$ cat src/rtl/aes_pkg.sv
// Shared types and byte-level helpers for the iterative AES encryption engine.
package aes_pkg;

  typedef logic [127:0] aes_state_t;
  typedef logic [3:0]   rk_idx_t;

  // Controller state. Every state except IDLE counts as busy.
  typedef enum logic [1:0] {
    IDLE  = 2'd0,
    ROUND = 2'd1,
    FINAL = 2'd2,
    DONE  = 2'd3
  } fsm_state_t;

  // Forward AES S-box, indexed by the input byte value.
  localparam logic [7:0] SBOX [256] = '{
    8'h63, 8'h7c, 8'h77, 8'h7b, 8'hf2, 8'h6b, 8'h6f, 8'hc5, 8'h30, 8'h01, 8'h67, 8'h2b, 8'hfe, 8'hd7, 8'hab, 8'h76,
    8'hca, 8'h82, 8'hc9, 8'h7d, 8'hfa, 8'h59, 8'h47, 8'hf0, 8'had, 8'hd4, 8'ha2, 8'haf, 8'h9c, 8'ha4, 8'h72, 8'hc0,
    8'hb7, 8'hfd, 8'h93, 8'h26, 8'h36, 8'h3f, 8'hf7, 8'hcc, 8'h34, 8'ha5, 8'he5, 8'hf1, 8'h71, 8'hd8, 8'h31, 8'h15,
    8'h04, 8'hc7, 8'h23, 8'hc3, 8'h18, 8'h96, 8'h05, 8'h9a, 8'h07, 8'h12, 8'h80, 8'he2, 8'heb, 8'h27, 8'hb2, 8'h75,
    8'h09, 8'h83, 8'h2c, 8'h1a, 8'h1b, 8'h6e, 8'h5a, 8'ha0, 8'h52, 8'h3b, 8'hd6, 8'hb3, 8'h29, 8'he3, 8'h2f, 8'h84,
    8'h53, 8'hd1, 8'h00, 8'hed, 8'h20, 8'hfc, 8'hb1, 8'h5b, 8'h6a, 8'hcb, 8'hbe, 8'h39, 8'h4a, 8'h4c, 8'h58, 8'hcf,
    8'hd0, 8'hef, 8'haa, 8'hfb, 8'h43, 8'h4d, 8'h33, 8'h85, 8'h45, 8'hf9, 8'h02, 8'h7f, 8'h50, 8'h3c, 8'h9f, 8'ha8,
    8'h51, 8'ha3, 8'h40, 8'h8f, 8'h92, 8'h9d, 8'h38, 8'hf5, 8'hbc, 8'hb6, 8'hda, 8'h21, 8'h10, 8'hff, 8'hf3, 8'hd2,
    8'hcd, 8'h0c, 8'h13, 8'hec, 8'h5f, 8'h97, 8'h44, 8'h17, 8'hc4, 8'ha7, 8'h7e, 8'h3d, 8'h64, 8'h5d, 8'h19, 8'h73,
    8'h60, 8'h81, 8'h4f, 8'hdc, 8'h22, 8'h2a, 8'h90, 8'h88, 8'h46, 8'hee, 8'hb8, 8'h14, 8'hde, 8'h5e, 8'h0b, 8'hdb,
    8'he0, 8'h32, 8'h3a, 8'h0a, 8'h49, 8'h06, 8'h24, 8'h5c, 8'hc2, 8'hd3, 8'hac, 8'h62, 8'h91, 8'h95, 8'he4, 8'h79,
    8'he7, 8'hc8, 8'h37, 8'h6d, 8'h8d, 8'hd5, 8'h4e, 8'ha9, 8'h6c, 8'h56, 8'hf4, 8'hea, 8'h65, 8'h7a, 8'hae, 8'h08,
    8'hba, 8'h78, 8'h25, 8'h2e, 8'h1c, 8'ha6, 8'hb4, 8'hc6, 8'he8, 8'hdd, 8'h74, 8'h1f, 8'h4b, 8'hbd, 8'h8b, 8'h8a,
    8'h70, 8'h3e, 8'hb5, 8'h66, 8'h48, 8'h03, 8'hf6, 8'h0e, 8'h61, 8'h35, 8'h57, 8'hb9, 8'h86, 8'hc1, 8'h1d, 8'h9e,
    8'he1, 8'hf8, 8'h98, 8'h11, 8'h69, 8'hd9, 8'h8e, 8'h94, 8'h9b, 8'h1e, 8'h87, 8'he9, 8'hce, 8'h55, 8'h28, 8'hdf,
    8'h8c, 8'ha1, 8'h89, 8'h0d, 8'hbf, 8'he6, 8'h42, 8'h68, 8'h41, 8'h99, 8'h2d, 8'h0f, 8'hb0, 8'h54, 8'hbb, 8'h16
  };

  function automatic logic [7:0] sbox(input logic [7:0] b);
    return SBOX[b];
  endfunction

  // Byte k of the state lives at bits [127-8k -: 8]; k = row + 4*column.
  // Row r rotates left by r columns.
  function automatic aes_state_t shift_rows(input aes_state_t s);
    aes_state_t o;
    o = '0;
    for (int c = 0; c < 4; c++) begin
      for (int r = 0; r < 4; r++) begin
        o[127-8*(r+4*c) -: 8] = s[127-8*(r+4*((c+r)%4)) -: 8];
      end
    end
    return o;
  endfunction

endpackage

$ cat src/rtl/aes_mixcolumns.sv
// MixColumns over all four columns of the AES state (combinational).
module aes_mixcolumns (
  input  logic [127:0] state,
  output logic [127:0] mixed
);

  function automatic logic [7:0] xtime(input logic [7:0] b);
    return {b[6:0], 1'b0} ^ (b[7] ? 8'h1b : 8'h00);
  endfunction

  // Column bytes a0..a3 top to bottom; multiply by the fixed {02,03,01,01} circulant.
  function automatic logic [31:0] mix_col(input logic [31:0] col);
    logic [7:0] a0, a1, a2, a3;
    a0 = col[31:24];
    a1 = col[23:16];
    a2 = col[15:8];
    a3 = col[7:0];
    return {xtime(a0) ^ xtime(a1) ^ a1 ^ a2 ^ a3,
            a0 ^ xtime(a1) ^ xtime(a2) ^ a2 ^ a3,
            a0 ^ a1 ^ xtime(a2) ^ xtime(a3) ^ a3,
            xtime(a0) ^ a0 ^ a1 ^ a2 ^ xtime(a3)};
  endfunction

  // Each 32-bit column is transformed independently.
  always_comb begin
    mixed = '0;
    for (int c = 0; c < 4; c++) begin
      mixed[127-32*c -: 32] = mix_col(state[127-32*c -: 32]);
    end
  end

endmodule

$ cat src/rtl/aes_round_dp.sv
// One full AES round: SubBytes, ShiftRows, optional MixColumns, AddRoundKey.
module aes_round_dp
  import aes_pkg::*;
(
  input  logic [127:0] state,
  input  logic [127:0] rk,
  input  logic         final_rnd,
  output logic [127:0] next_state
);

  logic [127:0] subbed;
  logic [127:0] shifted;
  logic [127:0] mixed;

  // Sixteen parallel S-box lookups.
  always_comb begin
    subbed = '0;
    for (int i = 0; i < 16; i++) begin
      subbed[8*i +: 8] = sbox(state[8*i +: 8]);
    end
  end

  assign shifted = shift_rows(subbed);

  aes_mixcolumns u_mixcolumns (
    .state (shifted),
    .mixed (mixed)
  );

  // The last round of AES skips MixColumns.
  assign next_state = (final_rnd ? shifted : mixed) ^ rk;

endmodule

$ cat src/rtl/aes_enc_round_ctrl.sv
// Iterative AES encryption controller: one round per clock, external key store.
//
// Handshakes: a transfer happens on a rising edge where valid && ready are
// both high. in_ready is high only in IDLE; out_valid is high only in DONE,
// and out_block holds still until out_ready completes the transfer.
module aes_enc_round_ctrl
  import aes_pkg::*;
#(
  parameter int NR  = 10,
  parameter int RKW = 4
) (
  input  logic           clk,
  input  logic           rst_n,
  input  logic           in_valid,
  output logic           in_ready,
  input  logic [127:0]   in_block,
  output logic [RKW-1:0] rk_idx,
  input  logic [127:0]   rk,
  output logic           out_valid,
  input  logic           out_ready,
  output logic [127:0]   out_block,
  output logic           busy
);

  fsm_state_t     fsm_state;
  fsm_state_t     fsm_next;
  logic [127:0]   state_reg;
  logic [RKW-1:0] round_cnt;
  logic           final_rnd;
  logic [127:0]   dp_next;

  aes_round_dp u_round_dp (
    .state      (state_reg),
    .rk         (rk),
    .final_rnd  (final_rnd),
    .next_state (dp_next)
  );

  // Next-state and handshake/key-index outputs, decoded from the current state.
  always_comb begin
    fsm_next  = fsm_state;
    rk_idx    = '0;
    in_ready  = 1'b0;
    out_valid = 1'b0;
    busy      = 1'b1;
    final_rnd = 1'b0;
    case (fsm_state)
      IDLE: begin
        busy     = 1'b0;
        in_ready = 1'b1;
        if (in_valid) fsm_next = ROUND;
      end
      ROUND: begin
        rk_idx = round_cnt;
        if (round_cnt == RKW'(NR - 1)) fsm_next = FINAL;
      end
      FINAL: begin
        rk_idx    = RKW'(NR);
        final_rnd = 1'b1;
        fsm_next  = DONE;
      end
      DONE: begin
        out_valid = 1'b1;
        if (out_ready) fsm_next = IDLE;
      end
      default: fsm_next = IDLE;
    endcase
  end

  // State register, round counter and FSM; reset discards any block in flight.
  always_ff @(posedge clk or negedge rst_n) begin
    if (!rst_n) begin
      fsm_state <= IDLE;
      state_reg <= '0;
      round_cnt <= '0;
    end else begin
      fsm_state <= fsm_next;
      case (fsm_state)
        IDLE: begin
          if (in_valid) begin
            state_reg <= in_block ^ rk;
            round_cnt <= RKW'(1);
          end
        end
        ROUND: begin
          state_reg <= dp_next;
          round_cnt <= round_cnt + RKW'(1);
        end
        FINAL: state_reg <= dp_next;
        DONE: begin
          if (out_ready) round_cnt <= '0;
        end
        default: ;
      endcase
    end
  end

  // Ciphertext is only meaningful while out_valid is high.
  assign out_block = state_reg;

endmodule

$ cat config.mk
export PLATFORM = sky130hd
export DESIGN_NAME = aes_enc_round_ctrl
export DESIGN_NICKNAME = d
export VERILOG_FILES = /design/src/rtl/aes_pkg.sv /design/src/rtl/aes_mixcolumns.sv /design/src/rtl/aes_round_dp.sv /design/src/rtl/aes_enc_round_ctrl.sv
export SDC_FILE = /design/constraint.sdc
export NUM_CORES = 2
export LEC_CHECK = 0
export CAP_MARGIN = 0
export CORE_AREA = 2 2 495 497
export DETAILED_ROUTE_END_ITERATION = 8
export DIE_AREA = 0 0 497 499
export DONT_BUFFER_PORTS = 1
export PLACE_DENSITY = 0.51
export SETUP_SLACK_MARGIN = 0.05
export SKIP_LAST_GASP = 1
export SYNTH_ARGS = -nofsm -noshare
export SYNTH_HDL_FRONTEND = slang
export SYNTH_HIERARCHICAL = 1
export SYNTH_SLANG_ARGS = --single-unit
$ cat constraint.sdc
create_clock -name clk -period 6.7 [get_ports clk]
set_clock_uncertainty 0.15 [all_clocks]
set_input_delay 0.67 -clock clk [delete_from_list [all_inputs] [get_ports clk]]
set_output_delay 0.67 -clock clk [all_outputs]
set_load 0.02 [all_outputs]
met1.png
Bar = 100 um. Supply wires on this layer in gray.
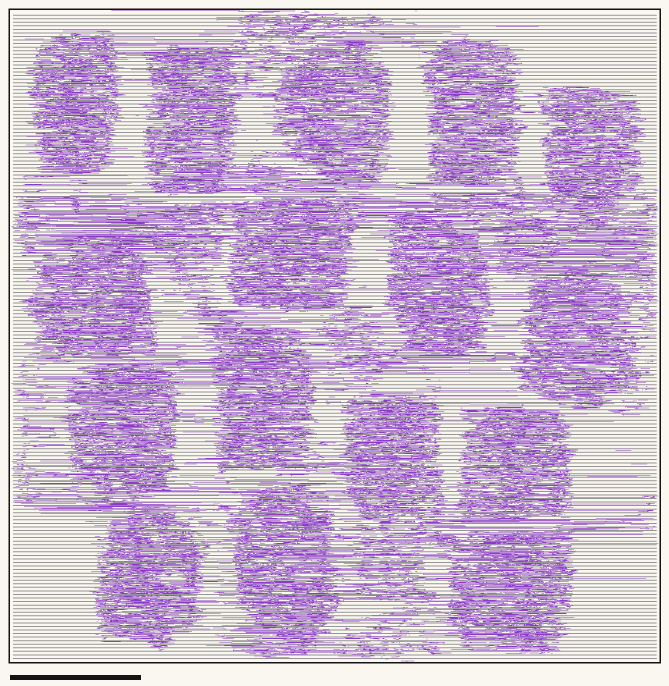
The longest straight run is 154 um. The layer holds 40% of the routed length. The wires run mostly horizontal. 9,319 nets have wire on it. The layer carries 173 mm of wire.
Vias: 89.8k
met1 Resource Use GR: 43.7%

met2.png
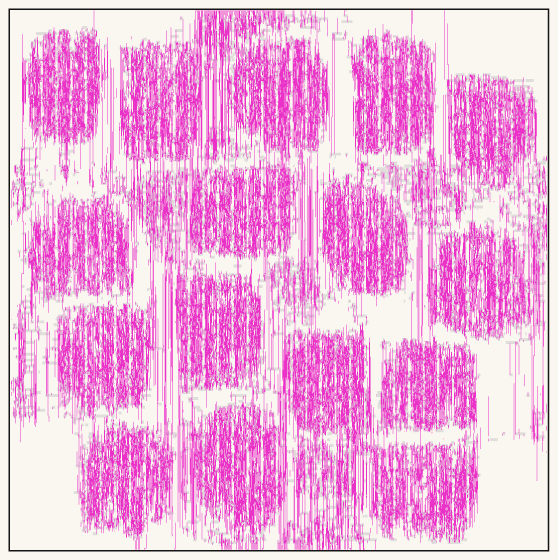
The wires run mostly vertical. The layer carries 185 mm of wire. The longest straight run is 166 um. The layer holds 42% of the routed length.

met3.png
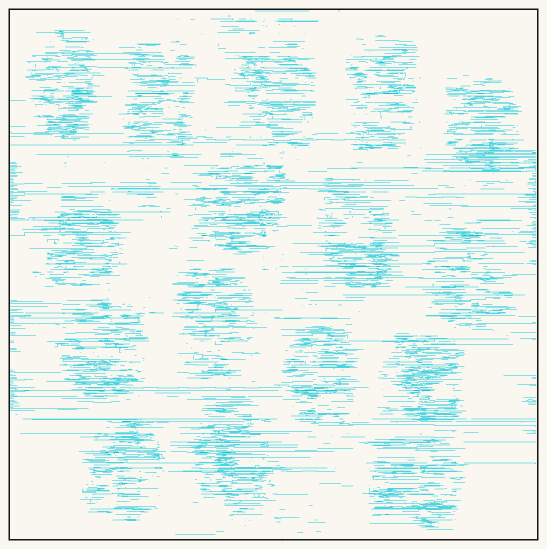
2,263 nets have wire on it. The layer holds 11% of the routed length. The layer carries 50.0 mm of wire.

==> results.yml <==
# flow metrics
place:
  gp_congestion: 1.04
  pre_cts_slack_ns: 0.811
  hpwl_um: 313000
cells_and_area:
  lay_top_count: "nand2_1"
  antennaDiodeCount: 6
  lay_top_cells: "833 x nand2_1, 748 x o21ai_0, 693 x nor2_1"
  largestClassByArea: "logic gates"
  inv_count: 191
  sh_seq_area_pct: 4.70
  fillerInstances: 26559
  combGateArea_um2: 62500
  syn2layout_area_growth_pct: 3.48
  seq_area_um2: 3520
  layout.nonclk_buf_share_pct: 4.75
  comb_area_share_pct: 83.4
  signal_buffers: 439
  drive_above_1_share_pct: 10.6
  clock_buffers: 19
  design.seq.count: 134
  final_nets: 10010
  logic_gates: 8721
critical_path:
  cp_slowest_cell: "ha_1"
  worst_ep_required_time_ns: 6.94
  crit_fanout: 18
  worstPathArrival_ns: 6.40
  crit_chain: "inv_1 > ha_1 > and2_1 > o21ai_1 > o21a_1 > mux4_2 > o211ai_1 > and2_1 > xnor3_1 > xnor2_1 > nor2b_1 > a31oi_1 > xnor2_1 > mux2i_1 > o21ai_0"
  r2r-end: "out_block[8]"
  r2r_slack_ns: 0.54
  cp-start-kind: "register"
  cp_num_cells: 15
  rr_startpoint: "out_block[32]"
  critical_path.top_delay_family: "AND-OR/OR-AND gates"
  crit_path_end: "out_block[8]"
  worstSetupPathType: "reg -> reg"
  rr_worst_depth: 15
  worstSetupStartpoint: "out_block[32]"
  crit_path_end_kind: "register"
  critPathBufInv: 1
logic_synthesis:
  synth_top_area_share_pct: 5.17
  xor_area_share_pct: 10.7
  ys_sh_aoi_pct: 36.3
  edf_count: 0
  ys_sh_mux_pct: 9.33
  ys_sh_adder_pct: 4.25
  syn_inst: 10264
  yosys-stat-area_um2: 72400
  yosys_warnings: 6
  synthArstFlopShare_pct: 100
  yosys_cells: 10264
  ff_type: "dfrtp_1"
  synth_top_cell_by_count: "nand2_1"
  ys_top_logic_family: "AND-OR/OR-AND gates"
  ys.flops: 134
  ys_top_cells_by_count: "833 x nand2_1, 748 x o21ai_0, 693 x nor2_1"
  yosysTopAreaCell: "o21ai_0"
  synth_area_um2: 72400
  syn-num-nets: 10770
  yosys.area_share.simple_pct: 25.7
  synth.distinct_cells: 133
  ys_top_cells_by_area: "o21ai_0 5.2%, dfrtp_1 4.6%, a21oi_1 4.6%, nand2_1 4.3%, mux4_2 4.3%"
  yosys.stat.seqShare_pct: 4.63
  syn_avg_cell_area_um2: 7.05
routing:
  drc: 0
  drt_iter0_drc: 15171
  first_pass_iters: 9
  highest_layer: "met5"
  met2_length_um: 185000
  ant_nets: 0
  met1_length_um: 173000
  vias_per_cell: 7.06
min_path:
  hp-class: "in -> reg"
  whs_path_depth: 3
  hold_path_end: "out_block[13]"
grt:
  top_usage_layer: "met2"
  grt_pass1_wl_um: 621000
  antenna_found_initial: 17
  grt_pass1_vias: 82385
  grt_max_degree: 135
final_timing:
  tightest_slew_ns: 1.29
  fin_setup_tns_ns: 0
  timing.fmax_mhz: 162
  report.final.slew_viol_count: 0
  maxSlewHeadroom_pct: 12.9
  fin_ws_ns: 0.542
  hold_viol: 0
  worst_hold_slack_ns: 0.183
  rsz0062_at_grt: "false"
  period_used_pct: 91.9
  post-route-min-period_ns: 6.16
  setup_violations: 0
clock_tree:
  cts_tree: "built"
  htreeDepth: 4
  clk_path_buf_depth: 2
  clkSlewWorstSetupHoldPaths_ns: 0.10
  cts_setup_buffers: 0
  cts_resized: 0
  clock_latency_ns: 0.61
  cts_num_sinks: 134
job:
  warning_count: 244
  drv_cap: 0
die:
  die_area_um2: 248000
  initial_utilization_pct: 29.8
  coreArea_um2: 243000
  n_tap_cell: 3202
  fp.dieH_um: 499
  io_pins: 395
run_status:
  status: "finished clean"
met4.png
Bar = 100 um. Supply wires on this layer in gray.
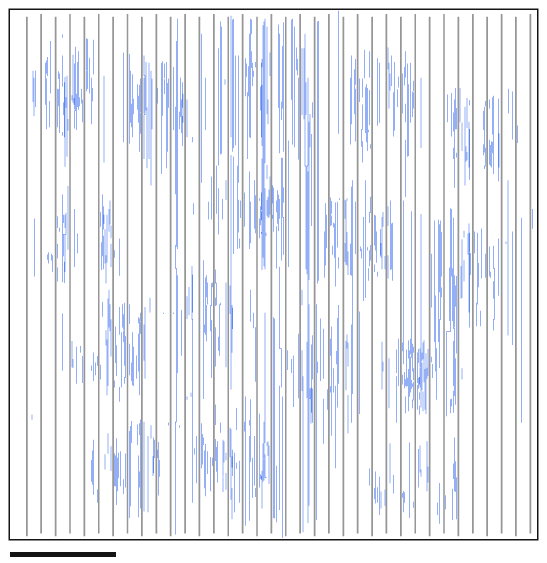
The longest straight run is 331 um. The layer carries 27.7 mm of wire. The layer holds 6.4% of the routed length. The wires run mostly vertical. 585 nets have wire on it.
Total Wirelength: 435,000 um

final_congestion.png
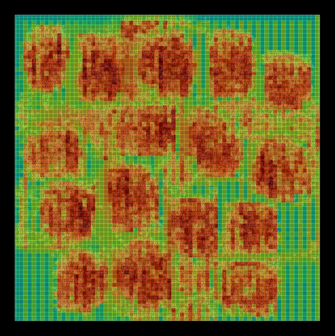
WL per Instance: 34.2 um
met2 Resource Use GR: 50.2%
GRT Total Usage: 33.0%
met3 Use GR: 7.51%
fin util: 30.9%

[through the flow]
| stage | instances | instance area (um^2) |
|---|---|---|
| floorplan | 10264 | 72400 |
| global placement | 12685 | 74300 |
| detailed placement | 12685 | 74300 |
| CTS | 12719 | 74900 |
| global route | 12720 | 74900 |
| finish | 12725 | 74900 |
[worst register-to-register path, delay by kind of cell (launching register included)]
family	cells	cell delay, ns
DFF	1	0.64
xor gates and xnor gates	3	0.86
adders and majority gates	1	0.80
buffers and inverters	1	0.28
AOI/OAI and AO/OA	5	1.82
muxes	2	0.60
and+or+nand+nor	3	0.82
[state kept, by name (all words and copies together) (netlist names)]
register and cells:
fsm_state 2, out_block 128, round_cnt 4
[what timing repair did]
action / CTS / global route
endpoints found under the hold margin: 134 / 0
hold buffers: 2 / 0
setup endpoints to repair: 0 / 0
